**config.mk**
```make
export PLATFORM = sky130hd
export DESIGN_NAME = snoop_bus_arbiter_flat
export DESIGN_NICKNAME = d
export VERILOG_FILES = /design/src/rtl/snoop_bus_arbiter_pkg.sv /design/src/rtl/snoop_bus_arbiter_if.sv /design/src/rtl/snoop_bus_arbiter_rr_arb2.sv /design/src/rtl/snoop_bus_arbiter.sv /design/src/flat_wrapper.sv
export SDC_FILE = /design/constraint.sdc
export NUM_CORES = 1
export LEC_CHECK = 0
export ABC_AREA = 1
export CORE_MARGIN = 2
export CORE_UTILIZATION = 45
export CTS_CLUSTER_SIZE = 40
export DETAILED_ROUTE_END_ITERATION = 6
export PLACE_DENSITY_LB_ADDON = 0.1
export SETUP_SLACK_MARGIN = 0.1
export SLEW_MARGIN = 0
export SYNTH_ARGS = -nofsm -noshare
export SYNTH_HDL_FRONTEND = slang
export SYNTH_HIERARCHICAL = 1
export SYNTH_SLANG_ARGS = --single-unit
export TNS_END_PERCENT = 5
```
**constraint.sdc**
```tcl
create_clock -name Clock -period 2.5 [get_ports Clock]
set_clock_uncertainty 0.05 [all_clocks]
set_input_delay 0.625 -clock Clock [delete_from_list [all_inputs] [get_ports Clock]]
set_output_delay 0.625 -clock Clock [all_outputs]
set_load 0.01 [all_outputs]
```
**src/rtl/snoop_bus_arbiter_pkg.sv**
```systemverilog
`default_nettype none
//============================================================================
// Package : snoop_pkg
// MESI and bus-command encodings plus arbiter FSM state type.
// Rev     : 1.0
//============================================================================
package snoop_pkg;

    typedef enum logic [2:0] {
        ST_IDLE  = 3'd0,
        ST_GRANT = 3'd1,
        ST_SNOOP = 3'd2,
        ST_FLUSH = 3'd3,
        ST_DONE  = 3'd4
    } state_t;

    typedef enum logic [2:0] {
        MESI_I = 3'b001,
        MESI_S = 3'b010,
        MESI_M = 3'b011,
        MESI_E = 3'b100
    } mesi_t;

    typedef enum logic [2:0] {
        CMD_EMPTY   = 3'b000,
        CMD_BUSRD   = 3'b001,
        CMD_BUSRDX  = 3'b010,
        CMD_BUSUPGR = 3'b011
    } bus_cmd_t;

    function automatic logic is_legal_cmd(input logic [2:0] cmd);
        return (cmd == CMD_BUSRD) || (cmd == CMD_BUSRDX) || (cmd == CMD_BUSUPGR);
    endfunction

endpackage
`default_nettype wire

```
**src/rtl/snoop_bus_arbiter_if.sv**
```systemverilog
`default_nettype none
//============================================================================
// Interface : snoop_bus_arbiter_if
// Request/snoop inputs and grant/command/completion outputs of the arbiter.
// Rev       : 1.0
//============================================================================
interface snoop_bus_arbiter_if;
    logic [1:0] req;
    logic [2:0] reqCmd0;
    logic [2:0] reqCmd1;
    logic [2:0] snoopState;
    logic       flushDone;
    logic [1:0] grant;
    logic [2:0] busCmd;
    logic       shared;
    logic [1:0] done;
    logic       err;

    modport slave (
        input  req, reqCmd0, reqCmd1, snoopState, flushDone,
        output grant, busCmd, shared, done, err
    );

    modport master (
        output req, reqCmd0, reqCmd1, snoopState, flushDone,
        input  grant, busCmd, shared, done, err
    );
endinterface
`default_nettype wire

```
**src/rtl/snoop_bus_arbiter_rr_arb2.sv**
```systemverilog
`default_nettype none
//============================================================================
// Module : rr_arb2
// Two-way round-robin selector; on a tie the cache not served last wins.
// Rev    : 1.0
//============================================================================
module rr_arb2 (
    input  wire logic [1:0] i_req,
    input  wire logic       i_last_owner,
    output logic [1:0]      o_winner
);
    always_comb begin
        o_winner = 2'b00;
        case (i_req)
            2'b01:   o_winner = 2'b01;
            2'b10:   o_winner = 2'b10;
            2'b11:   o_winner = i_last_owner ? 2'b01 : 2'b10;
            default: o_winner = 2'b00;
        endcase
    end
endmodule
`default_nettype wire

```
**src/rtl/snoop_bus_arbiter.sv**
```systemverilog
`default_nettype none
//============================================================================
// Module : snoop_bus_arbiter
// Two-cache MESI snoop bus arbiter with bounded write-back flush.
// Rev    : 1.0
//============================================================================
module snoop_bus_arbiter
    import snoop_pkg::*;
#(
    parameter int FLUSH_TIMEOUT = 8
) (
    input  wire logic          Clock,
    input  wire logic          Resetn,
    snoop_bus_arbiter_if.slave bus
);
    localparam int                 c_cnt_w    = (FLUSH_TIMEOUT > 1) ? $clog2(FLUSH_TIMEOUT) : 1;
    localparam logic [c_cnt_w-1:0] c_cnt_last = c_cnt_w'(FLUSH_TIMEOUT - 1);

    state_t             r_state;
    state_t             w_next;
    logic               r_owner;
    logic               r_last;
    logic [2:0]         r_cmd;
    logic               r_illegal;
    logic               r_timeout;
    logic               r_shared;
    logic [c_cnt_w-1:0] r_flush_cnt;
    logic [1:0]         w_win;
    logic               w_win1;
    logic [1:0]         w_grant_vec;
    logic [2:0]         w_cmd_out;
    logic               w_timeout_hit;
    logic               w_flush_req;

    rr_arb2 u_rr_arb2 (
        .i_req        (bus.req),
        .i_last_owner (r_last),
        .o_winner     (w_win)
    );

    assign w_win1        = (w_win == 2'b10);
    assign w_grant_vec   = r_owner ? 2'b10 : 2'b01;
    assign w_cmd_out     = r_illegal ? CMD_EMPTY : r_cmd;
    // Fires on the FLUSH_TIMEOUT-th FLUSH cycle; flushDone on that cycle still wins.
    assign w_timeout_hit = (r_state == ST_FLUSH) && !bus.flushDone && (r_flush_cnt == c_cnt_last);
    assign w_flush_req   = !r_illegal && (bus.snoopState == MESI_M)
                           && ((r_cmd == CMD_BUSRD) || (r_cmd == CMD_BUSRDX));
    assign bus.shared    = r_shared;

    always_comb begin
        w_next     = r_state;
        bus.grant  = 2'b00;
        bus.busCmd = CMD_EMPTY;
        bus.done   = 2'b00;
        bus.err    = 1'b0;
        case (r_state)
            ST_IDLE: begin
                if (bus.req != 2'b00) w_next = ST_GRANT;
            end
            ST_GRANT: begin
                bus.grant  = w_grant_vec;
                bus.busCmd = w_cmd_out;
                w_next     = ST_SNOOP;
            end
            ST_SNOOP: begin
                bus.grant  = w_grant_vec;
                bus.busCmd = w_cmd_out;
                w_next     = w_flush_req ? ST_FLUSH : ST_DONE;
            end
            ST_FLUSH: begin
                bus.grant  = w_grant_vec;
                bus.busCmd = w_cmd_out;
                if (bus.flushDone || w_timeout_hit) w_next = ST_DONE;
            end
            ST_DONE: begin
                bus.grant = w_grant_vec;
                bus.done  = w_grant_vec;
                bus.err   = r_illegal || r_timeout;
                w_next    = ST_IDLE;
            end
            default: w_next = ST_IDLE;
        endcase
    end

    always_ff @(posedge Clock or negedge Resetn) begin
        if (!Resetn) begin
            r_state     <= ST_IDLE;
            r_owner     <= 1'b0;
            r_last      <= 1'b1;
            r_cmd       <= CMD_EMPTY;
            r_illegal   <= 1'b0;
            r_timeout   <= 1'b0;
            r_shared    <= 1'b0;
            r_flush_cnt <= '0;
        end else begin
            r_state <= w_next;
            case (r_state)
                ST_IDLE: begin
                    if (bus.req != 2'b00) begin
                        r_owner   <= w_win1;
                        r_cmd     <= w_win1 ? bus.reqCmd1 : bus.reqCmd0;
                        r_illegal <= !is_legal_cmd(w_win1 ? bus.reqCmd1 : bus.reqCmd0);
                        r_timeout <= 1'b0;
                    end
                end
                ST_SNOOP: begin
                    r_shared <= (r_cmd == CMD_BUSRD)
                                && (bus.snoopState inside {MESI_S, MESI_E, MESI_M});
                    if (w_next == ST_FLUSH) r_flush_cnt <= '0;
                end
                ST_FLUSH: begin
                    if (r_flush_cnt != c_cnt_last) r_flush_cnt <= r_flush_cnt + c_cnt_w'(1);
                    r_timeout <= w_timeout_hit;
                end
                ST_DONE: begin
                    r_last <= r_owner;
                end
                default: ;
            endcase
        end
    end
endmodule
`default_nettype wire

```
**src/flat_wrapper.sv**
```systemverilog
// flat-port wrapper written by rule: the top's interface ports become plain ports
module snoop_bus_arbiter_flat import snoop_pkg::*;
#(
    parameter int FLUSH_TIMEOUT = 8
)
  (Clock, Resetn, bus_req, bus_reqCmd0, bus_reqCmd1, bus_snoopState, bus_flushDone, bus_grant, bus_busCmd, bus_shared, bus_done, bus_err);
  snoop_bus_arbiter_if bus_i ();
  input  wire logic Clock;
  input  wire logic Resetn;
  input wire logic [$bits(bus_i.req)-1:0] bus_req;
  input wire logic [$bits(bus_i.reqCmd0)-1:0] bus_reqCmd0;
  input wire logic [$bits(bus_i.reqCmd1)-1:0] bus_reqCmd1;
  input wire logic [$bits(bus_i.snoopState)-1:0] bus_snoopState;
  input wire logic [$bits(bus_i.flushDone)-1:0] bus_flushDone;
  output wire logic [$bits(bus_i.grant)-1:0] bus_grant;
  output wire logic [$bits(bus_i.busCmd)-1:0] bus_busCmd;
  output wire logic [$bits(bus_i.shared)-1:0] bus_shared;
  output wire logic [$bits(bus_i.done)-1:0] bus_done;
  output wire logic [$bits(bus_i.err)-1:0] bus_err;
  assign bus_i.req = bus_req;
  assign bus_i.reqCmd0 = bus_reqCmd0;
  assign bus_i.reqCmd1 = bus_reqCmd1;
  assign bus_i.snoopState = bus_snoopState;
  assign bus_i.flushDone = bus_flushDone;
  assign bus_grant = bus_i.grant;
  assign bus_busCmd = bus_i.busCmd;
  assign bus_shared = bus_i.shared;
  assign bus_done = bus_i.done;
  assign bus_err = bus_i.err;
  snoop_bus_arbiter #(.FLUSH_TIMEOUT(FLUSH_TIMEOUT)) u_core (.Clock(Clock), .Resetn(Resetn), .bus(bus_i));
endmodule
```
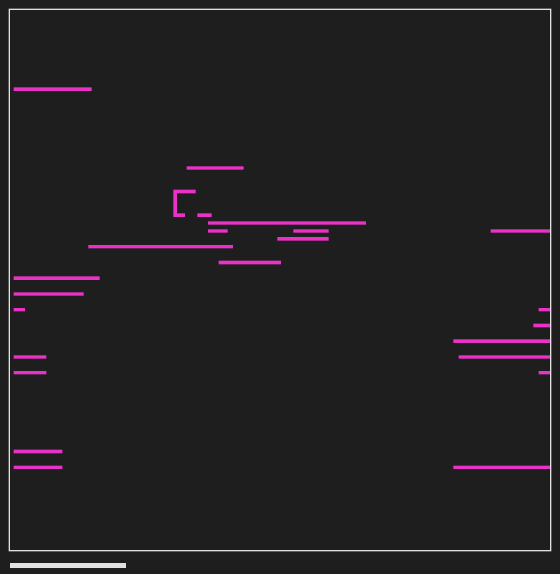
run_1/met3.png
Bar = 10 um.
- wire length on this layer: 113 um
- nets with wire on the layer: 22
- share of all routed wire: 6.2%
- longest straight run: 13.3 um
Routed WL: 1.82 mm
met3 Usage GRT: 3.92%
Vias: 800

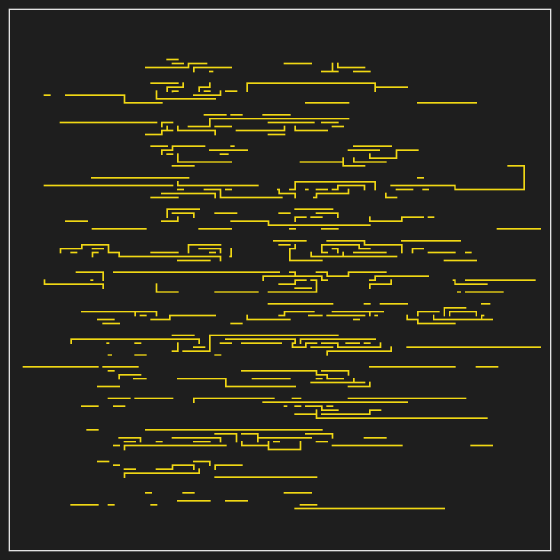
run_1/met1.png
- nets with wire on the layer: 132
- wire length on this layer: 819 um
- share of all routed wire: 45%
met1 Use GR: 25.2%

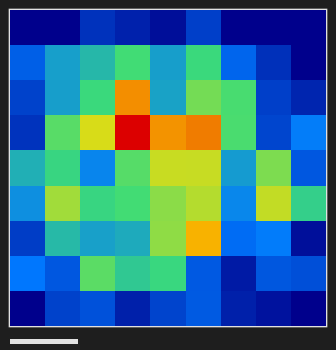
run_1/wire_density.png
Bar = 10 um. 9 x 9 tiles, from dark blue (low) to red (high), scaled to the fullest tile. Values are wire area over tile area, all layers added.
- densest ninth of the die: centre
- tiles over half the peak: 27%
- nearly empty tiles: 9.9%
- mean over tiles: 0.13

==> impl_metrics.json, run 1 <==
{
  "status": "finished clean",
  "fin_nets": 155,
  "tapCellCount": 25,
  "cts_resized": 3,
  "slowest_delay_ns": 0.56,
  "grt_pass1_wl_mm": 3.11,
  "inverters": 17,
  "ys_area_um2": 817,
  "drv_slew": 0,
  "ir_drop_v": 0.000490,
  "critPathBufInv": 2,
  "end_kind": "primary output",
  "postCtsSetupBuffers": 0,
  "preCtsSetupSlack_ns": 0.268,
  "hpwl_mm": 1.47,
  "crit_type": "flip-flop to primary output",
  "syn_nets": 128,
  "arrival_ns": 1.75,
  "sh_comb_area_pct": 36.4,
  "clk_latency_ns": 0.27,
  "cap_viol_max_count": 0,
  "syn_inst": 112,
  "grt_max_degree": 15,
  "grt_usage_pct": 20.1,
  "drcViolationCount": 0,
  "cts_buffers": 3,
  "avgRoutedWirePerCell_um": 11.2,
  "cts_tree": "yes",
  "clockBufferDepth": 2,
  "io_buffer_count": 22,
  "ys_sh_aoi_pct": 11.3,
  "slowest_stage": "clkdlybuf4s50_1",
  "die_w_um": 46.6,
  "clock_sinks": 14,
  "synth_stat.cells": 112,
  "setup_ws_ns": 0.0778,
  "fmax_mhz": 413,
  "gp_congestion": 0.740,
  "comb_area_um2": 404,
  "internal-power_uw": 629,
  "cp_top_family": "buffers and inverters"
}
## run 1: cells in the final DEF (no fill, tap or decap), drive strengths merged
cell type       n
o21a            2
dfrtp          13
o211ai          2
nand3          13
nand2          31
nand4           1
o21ai           7
nor2           13
a21oi           4
dfstp           1
o31ai           1
clkdlybuf4s50  20
inv            17
nand3b          1
clkbuf          4
ha              2
dlygate4sd2     1
nor3            4
dlymetal6s2s    1
## run 1: per-stage QoR
stage | cells | utilization (%)
3_3_place_gp | 159 | 62.6
5_1_grt | 163 | 65.0
6_report | 163 | 65.0
2_1_floorplan | 112 | -
4_1_cts | 163 | 64.8
3_5_place_dp | 159 | 62.6
## run 1: routing by layer
layer	global-route usage, %	part of all wire [%]
met4	6.67	0.71
met1	25.2	45
met5	0	0
met2	34.4	48
met3	3.92	6.2
## run 1: cell usage after synthesis (3+ instances only)
cell type / n
dfrtp_1: 13
a21oi_1: 4
nand3_1: 13
nand2_1: 29
nor3_1: 3
nor2_1: 11
inv_1: 14
o21ai_0: 5
inv_2: 3
## run 1: path summary, 6_finish.rpt
path	start	end	slack, ns	cells after the start
worst max register to register	u_core/r_flush_cnt[0]$_DFFE_PN0P_	u_core/r_flush_cnt[2]$_DFFE_PN0P_	0.97	8
max in group asynchronous	Resetn	u_core/r_state[2]$_DFF_PN0_	1.27	1
worst max-delay path	u_core/r_state[2]$_DFF_PN0_	bus_busCmd[0]	0.08	4
worst min-delay path	u_core/r_flush_cnt[1]$_DFFE_PN0P_	u_core/r_flush_cnt[1]$_DFFE_PN0P_	0.44	2
min in group asynchronous	Resetn	u_core/bus.shared$_DFFE_PN0P_	0.69	1
worst min register to register	u_core/r_flush_cnt[1]$_DFFE_PN0P_	u_core/r_flush_cnt[1]$_DFFE_PN0P_	0.44	2
## Run 2: what changed since run 1
- CAP_MARGIN: not set -> 20
- SKIP_CTS_REPAIR_TIMING: not set -> 1
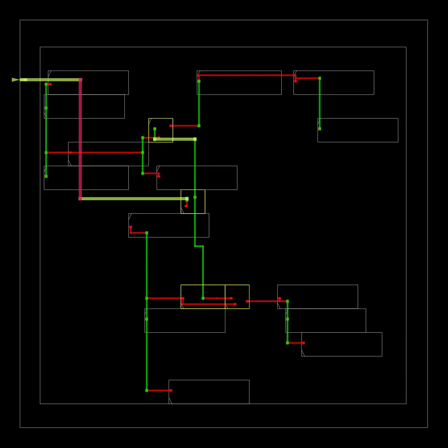
run_2/final_clocks.png
seq_cells: 14
CTS Sinks: 14

==> impl_metrics.json, run 2 <==
{
  "yosysMostFrequentCell": "nand2_1",
  "num_vias": 800,
  "critical_path.startpoint": "u_core/r_state[2]$_DFF_PN0_",
  "ys_sh_aoi_pct": 11.3,
  "die_w_um": 46.6,
  "lay_top_count": "nand2_1",
  "met1Wirelength_um": 819,
  "grt_pass1_wl_mm": 3.10,
  "syn_inst": 112,
  "clockBufferDepth": 2,
  "avgRoutedWirePerCell_um": 11.2,
  "ys_sh_xor_pct": 0,
  "grt_max_degree": 15,
  "route.top_layer_used": "met4",
  "dp_cells": 159,
  "comb_area_um2": 404,
  "grt_usage_pct": 20.0,
  "ys_area_um2": 817,
  "gp_congestion": 0.740,
  "finalCriticalPeriod_ns": 2.42,
  "setup_ws_ns": 0.0778,
  "arrival_ns": 1.75,
  "drv_slew": 0,
  "io_buffer_count": 22,
  "fin_nets": 155,
  "cap_viol_max_count": 0,
  "r2r_end": "u_core/r_flush_cnt[2]$_DFFE_PN0P_",
  "preCtsSetupSlack_ns": 0.268,
  "fmax_mhz": 413,
  "first_pass_iters": 4,
  "cts_tree": "yes",
  "crit_type": "flip-flop to primary output",
  "cts_buffers": 3,
  "routed-wl-met3_um": 112,
  "hpwl_mm": 1.47,
  "reg2reg_depth": 8,
  "hp-start": "u_core/r_flush_cnt[1]$_DFFE_PN0P_",
  "syn_nets": 128,
  "status": "finished clean",
  "wl_mm": 1.82,
  "end_kind": "primary output",
  "reg2reg_from": "u_core/r_flush_cnt[0]$_DFFE_PN0P_",
  "clk_latency_ns": 0.27,
  "worst-r2r-setup-slack_ns": 0.97,
  "min_path_cells": 2,
  "final_core_util_pct": 65.2,
  "ir_drop_v": 0.000491,
  "drcViolationCount": 0,
  "finalNonFillerCells": 163,
  "worstHoldEndpoint": "u_core/r_flush_cnt[1]$_DFFE_PN0P_"
}
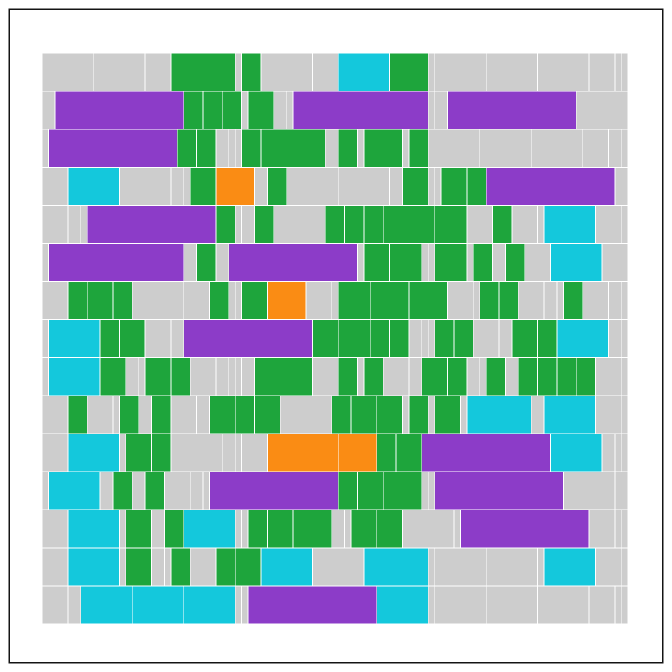
run_2/cell_classes.png
Fill, decap, tap and diode cells in grey.
- clock drivers and dummy loads: orange (cells 4; share of their area 3.4%)
- all other logic: green (cells 98; share of their area 43%)
- flip-flops: purple (cells 14; share of their area 33%)
- other buffers and delay cells: cyan (cells 22; share of their area 21%)

==> run 2: worst max path at each step <==
stage	end	slack, ns	cells after the start
6_report	bus_busCmd[0]	0.08	4
3_3_place_gp	bus_busCmd[1]	0.28	4
2_1_floorplan	bus_busCmd[0]	0.85	3
3_5_place_dp	bus_busCmd[2]	0.27	4
4_1_cts	bus_busCmd[2]	-0.05	4
5_1_grt	bus_busCmd[0]	-0.002	4
==> run 2: kinds of logic after synthesis <==
| logic type | after synthesis |
|---|---|
| compound gates | 16 |
| fa+ha+maj | 2 |
| flops | 14 |
| simple gates | 63 |
| buf+inv | 17 |
==> run 2: final cells by class <==
type	count	share of cell area, %
flip-flops and latches	14	31.7
clock buffers	4	3.26
well taps	25	2.81
repair buffers	22	20.2
multi-input cells	81	36.3
inverters	17	5.73
==> run 2: metrics by stage <==
stage | power, uW | TNS [ns]
after floorplan | 720 | 0
after global placement | 912 | 0
after detailed placement | 927 | 0
after CTS | 1090 | -0.146
after global routing | 1180 | -0.00244
final | 1090 | 0
==> run 2: metal layers <==
metal	track usage, %	vias up
met5	0	-
met4	6.67	0
met3	3.92	2
met2	34.2	31
met1	25.2	348
li1	-	419
==> run 2: worst max-delay path, stage by stage, from the launching register on <==
cell             delay [ns]
dfrtp_2                0.45
inv_1                  0.12
o21ai_1                0.16
nor3_1                 0.18
clkdlybuf4s50_1        0.56
==> run 2: power by group <==
group / internal [uW] / switching (uW)
logic: 226 / 305
clock network: 88.5 / 70.0
registers: 317 / 82.7
total: 631 / 457
Power and IR drop assume default switching activity.
